--- src/rtl/regfile16.sv ---
// regfile16: 2^AW x WIDTH general-purpose register file for the single-cycle
// CPU datapath. One write port commits on the rising edge. Two read ports are
// combinational. Entry 0 can be hardwired to zero. An optional write-through
// bypass forwards same-cycle write data to the read ports. A saturating
// counter tracks committed writes since reset.
module regfile16 #(
    parameter int WIDTH    = 16,
    parameter int AW       = 4,
    parameter bit ZERO_REG = 1'b1,
    parameter bit BYPASS   = 1'b1
) (
    input  logic             clk,
    input  logic             rst_n,
    input  logic             we,
    input  logic [AW-1:0]    waddr,
    input  logic [WIDTH-1:0] wdata,
    input  logic [AW-1:0]    raddr1,
    input  logic [AW-1:0]    raddr2,
    output logic [WIDTH-1:0] rdata1,
    output logic [WIDTH-1:0] rdata2,
    output logic [15:0]      wr_count
);

    localparam int DEPTH = 1 << AW;

    logic [WIDTH-1:0] mem_q [DEPTH];
    logic [WIDTH-1:0] mem_d [DEPTH];
    logic [15:0]      wr_count_q;
    logic [15:0]      wr_count_d;
    logic             commit;

    // Next-state for storage and the write counter; reset priority lives in the flop block.
    always_comb begin
        // NOTE: every output of a combinational block gets a default first, so no path leaves it unassigned and infers a latch.
        mem_d      = mem_q;
        wr_count_d = wr_count_q;
        commit     = we && !(ZERO_REG && (waddr == '0));
        if (commit) begin
            mem_d[waddr] = wdata;
            if (wr_count_q != 16'hFFFF) begin
                wr_count_d = wr_count_q + 16'd1;
            end
        end
    end

    // State registers with synchronous active-low reset that overrides any write.
    always_ff @(posedge clk) begin
        if (!rst_n) begin
            // NOTE: the storage array is deliberately cleared on reset because reads after reset must return zero; this rules out a plain RAM macro.
            for (int i = 0; i < DEPTH; i++) begin
                mem_q[i] <= '0;
            end
            wr_count_q <= '0;
        end else begin
            // NOTE: sequential state uses non-blocking assignments so every flop samples pre-edge values.
            mem_q      <= mem_d;
            wr_count_q <= wr_count_d;
        end
    end

    // Read port 1: zero register first, then bypass of the live write, then storage.
    always_comb begin
        rdata1 = mem_q[raddr1];
        if (ZERO_REG && (raddr1 == '0)) begin
            rdata1 = '0;
        end else if (BYPASS && rst_n && we && (raddr1 == waddr)) begin
            rdata1 = wdata;
        end
    end

    // Read port 2: same priority as port 1, evaluated independently.
    always_comb begin
        rdata2 = mem_q[raddr2];
        if (ZERO_REG && (raddr2 == '0)) begin
            rdata2 = '0;
        end else if (BYPASS && rst_n && we && (raddr2 == waddr)) begin
            rdata2 = wdata;
        end
    end

    assign wr_count = wr_count_q;

endmodule
--- config.mk ---
export PLATFORM = sky130hd
export DESIGN_NAME = regfile16
export DESIGN_NICKNAME = d
export VERILOG_FILES = /design/src/rtl/regfile16.sv
export SDC_FILE = /design/constraint.sdc
export NUM_CORES = 1
export LEC_CHECK = 0
export CAP_MARGIN = 10
export CELL_PAD_IN_SITES_DETAIL_PLACEMENT = 0
export CELL_PAD_IN_SITES_GLOBAL_PLACEMENT = 1
export CORE_MARGIN = 2
export CORE_UTILIZATION = 30
export DETAILED_ROUTE_END_ITERATION = 8
export HOLD_SLACK_MARGIN = 0.08
export MAX_ROUTING_LAYER = met4
export PLACE_DENSITY = 0.64
export SYNTH_ARGS = -nofsm -noshare
export SYNTH_HDL_FRONTEND = slang
export SYNTH_SLANG_ARGS = --single-unit
--- constraint.sdc ---
create_clock -name clk -period 2.6 [get_ports clk]
set_input_delay 0.52 -clock clk [delete_from_list [all_inputs] [get_ports clk]]
set_output_delay 0.52 -clock clk [all_outputs]
set_load 0.05 [all_outputs]
### Routing congestion, run 1

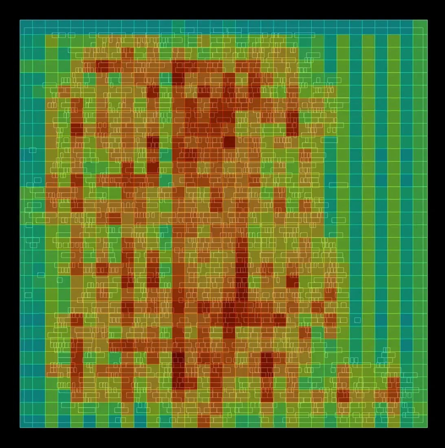
Util after Layout: 43.0%
total global-route track usage: 22.9%

### Sequential cells colored by netlist name, run 1

Scale: 1.5 px per um. Other cells in gray.
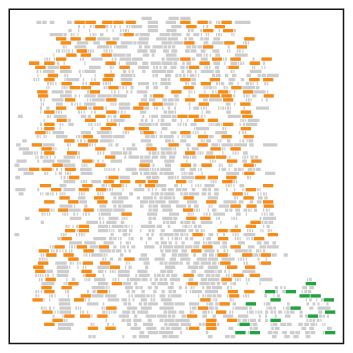
| name in the netlist | color | flops |
|---|---|---|
| wr_count | green | 16 |
| mem_q | orange | 256 |

==> metrics.yaml, run 1 <==
outcome:
  outcome: "finished with violations"
  violations: "negative setup slack"
synth:
  synth_top_flop_cell: "dfxtp_1"
  yosys.area_share.adder_pct: 0.0879
  edf_count: 0
  ys_area_sq_mm: 0.0142
drt:
  detail_route.vias_per_cell: 5.49
  highest_layer: "met4"
global_route:
  grt_busiest_layer: "met2"
  overflow: 0
sta:
  worst_slack_ps: -95.3
  setup_viol: 3
  skew_ps: 2.93
  tns_ps: -201
cells_and_area:
  fin_area_sq_mm: 0.0201
  drive_gt1_share_pct: 28.3
  logic_area_sq_mm: 0.00954
setup_path:
  critPathBufInv: 1
  rr_startpoint: "wr_count[0]"
  critical_path_required_ps: 2080
  cp.depth: 5
clock_network:
  cts_buffers: 35
placed_design:
  place_inst: 2395
die:
  coreArea_sq_mm: 0.0467
### Zoomed window, run 1

Window x 98 to 123, y 98 to 123 um. Cells in gray, sequential cells in the stronger gray; small squares are vias.
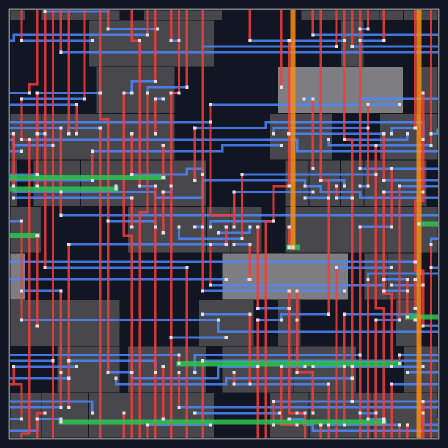
| layer | color |
|---|---|
| M2 | red |
| M4 | orange |
| M3 | green |
| M1 | blue |
most frequent: nand2_1 (7), mux2i_1 (5)
netlist names of flops here include: mem_q (2)
cells with their middle in the window: 35
sequential cells in the window: 2

### Cell sizes after repair, run 1

Scale: 2 px per um.
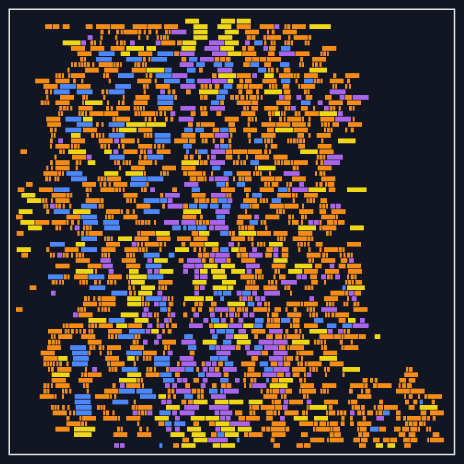

==> run 1 -> run 2 <==
==> constraint.sdc (replaced) <==
create_clock -name clk -period 2.6 [get_ports clk]
set_input_delay 0.52 -clock clk [delete_from_list [all_inputs] [get_ports clk]]
set_output_delay 0.52 -clock clk [all_outputs]
set_load 0.1 [all_outputs]
### Cell sizes after repair, run 2

Scale: 2 px per um.
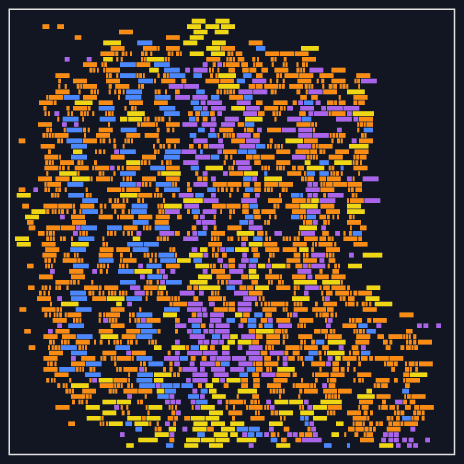
| size | color | cells | share | most used |
|---|---|---|---|---|
| x1 and smaller | orange | 1297 | 68% | nand2_1 |
| x3 and x4 | purple | 276 | 15% | buf_4 |
| x2 | blue | 166 | 8.8% | mux4_2 |
| x6 and larger | yellow | 157 | 8.3% | buf_12 |

==> run 2 against run 1 <==
Against the previous run:
- the run ends with design-rule violations, negative setup slack left
- maximum frequency shrank 0.13%
- synthesized area is the same
- first-iteration DRC count shrank 12%
- critical endpoint unchanged
- largest cell class unchanged
- largest power group unchanged
- highest routed layer unchanged
==> metrics.yaml, run 2 <==
sta:
  tns_ps: -378
  skew_ps: 3.89
  worst_slack_ps: -98.9
  worst_pin_slew_ps: 910
  setup_viol: 11
die:
  coreArea_sq_mm: 0.0467
  chip_area_sq_mm: 0.0492
  taps: 607
setup_path:
  critPathBufInv: 1
  cp.depth: 5
  critical_path_required_ps: 2080
  rr_startpoint: "wr_count[0]"
cells_and_area:
  lay_top_count: "nand2_1"
  logic_area_sq_mm: 0.00988
  fin_area_sq_mm: 0.0207
  n_clock_buffer: 47
  final_core_utilization_pct: 44.4
  largest_cell_class: "multi-input combinational cells"
  layoutNonFillerInstCount: 2503
  drive_gt1_share_pct: 31.6
  seq_share_pct: 26.3
power:
  powerSeq_uw: 4260
flow_run:
  warning_count: 29
drt:
  drtIter0Drc: 1024
  drc_errors: 1
  detail_route.vias_per_cell: 5.44
  wl_met3_mm: 2.66
  highest_layer: "met4"
global_route:
  overflow: 0
  use_met3_pct: 2.97
  groute.usage.overall_pct: 22.7
  grt_busiest_layer: "met2"
synth:
  edf_count: 0
  ys_area_sq_mm: 0.0142
  yosys.area_share.adder_pct: 0.0879
  synth_top_flop_cell: "dfxtp_1"
clock_network:
  cts_buffers: 35
outcome:
  violations: "design-rule violations, negative setup slack"
  outcome: "finished with violations"
placed_design:
  place_inst: 2416
### Routing congestion, run 2

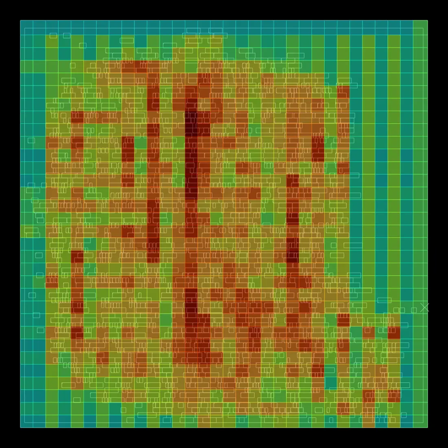

==> run 2 -> run 3 <==
CAP_MARGIN = 15   (was 10)
clock period = 2.7 ns   (was 2.6 ns; I/O delays follow)
### Routing congestion, run 3

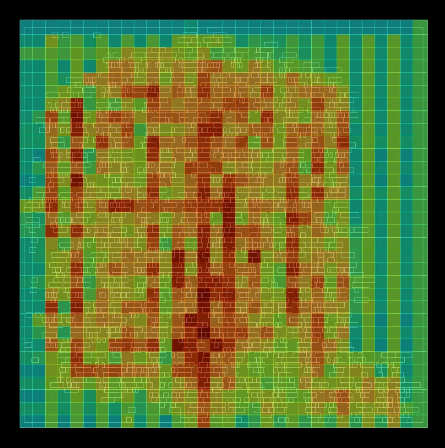
grt met3 use: 3.96%
Util after Layout: 42.9%
total global-route track usage: 22.3%

==> run 3 against run 2 <==
Against the previous run:
- sequential power decreased by 4%
- combinational power down 8%
- clock skew shrank 1.3 ps
- largest power group unchanged
- final cell count shrank 1.0%
- the flow finishes with violations (negative setup slack)
- die area did not move
- highest routed layer unchanged
- first-iteration DRC count rose by 2.1%
- critical endpoint unchanged
==> metrics.yaml, run 3 <==
drt:
  drtIter0Drc: 1046
  highest_layer: "met4"
  detail_route.vias_per_cell: 5.47
  wl_met3_mm: 3.45
sta:
  worst_slack_ps: -19.1
  worst_pin_slew_ps: 865
  skew_ps: 2.61
  setup_viol: 3
synth:
  synth_top_flop_cell: "dfxtp_1"
  edf_count: 0
  synthTopLogicFamily: "multiplexers"
die:
  taps: 607
  coreArea_sq_mm: 0.0467
  chip_area_sq_mm: 0.0492
cells_and_area:
  fin_area_sq_mm: 0.0200
  seq_share_pct: 27.2
  logic_area_sq_mm: 0.00953
  largest_cell_class: "multi-input combinational cells"
  lay_top_count: "nand2_1"
  layoutNonFillerInstCount: 2478
setup_path:
  cp.depth: 5
  critPathBufInv: 1
  rr_startpoint: "wr_count[0]"
  critical_path_required_ps: 2160
  slowest_stage: "mux4_2"
outcome:
  outcome: "finished with violations"
  violations: "negative setup slack"
placed_design:
  place_inst: 2404
clock_network:
  cts_resized: 132
  cts_buffers: 34
flow_run:
  warning_count: 29
power:
  powerSeq_uw: 4100
  p_clk_uw: 4790
global_route:
  overflow: 0
Power and IR drop assume default switching activity.
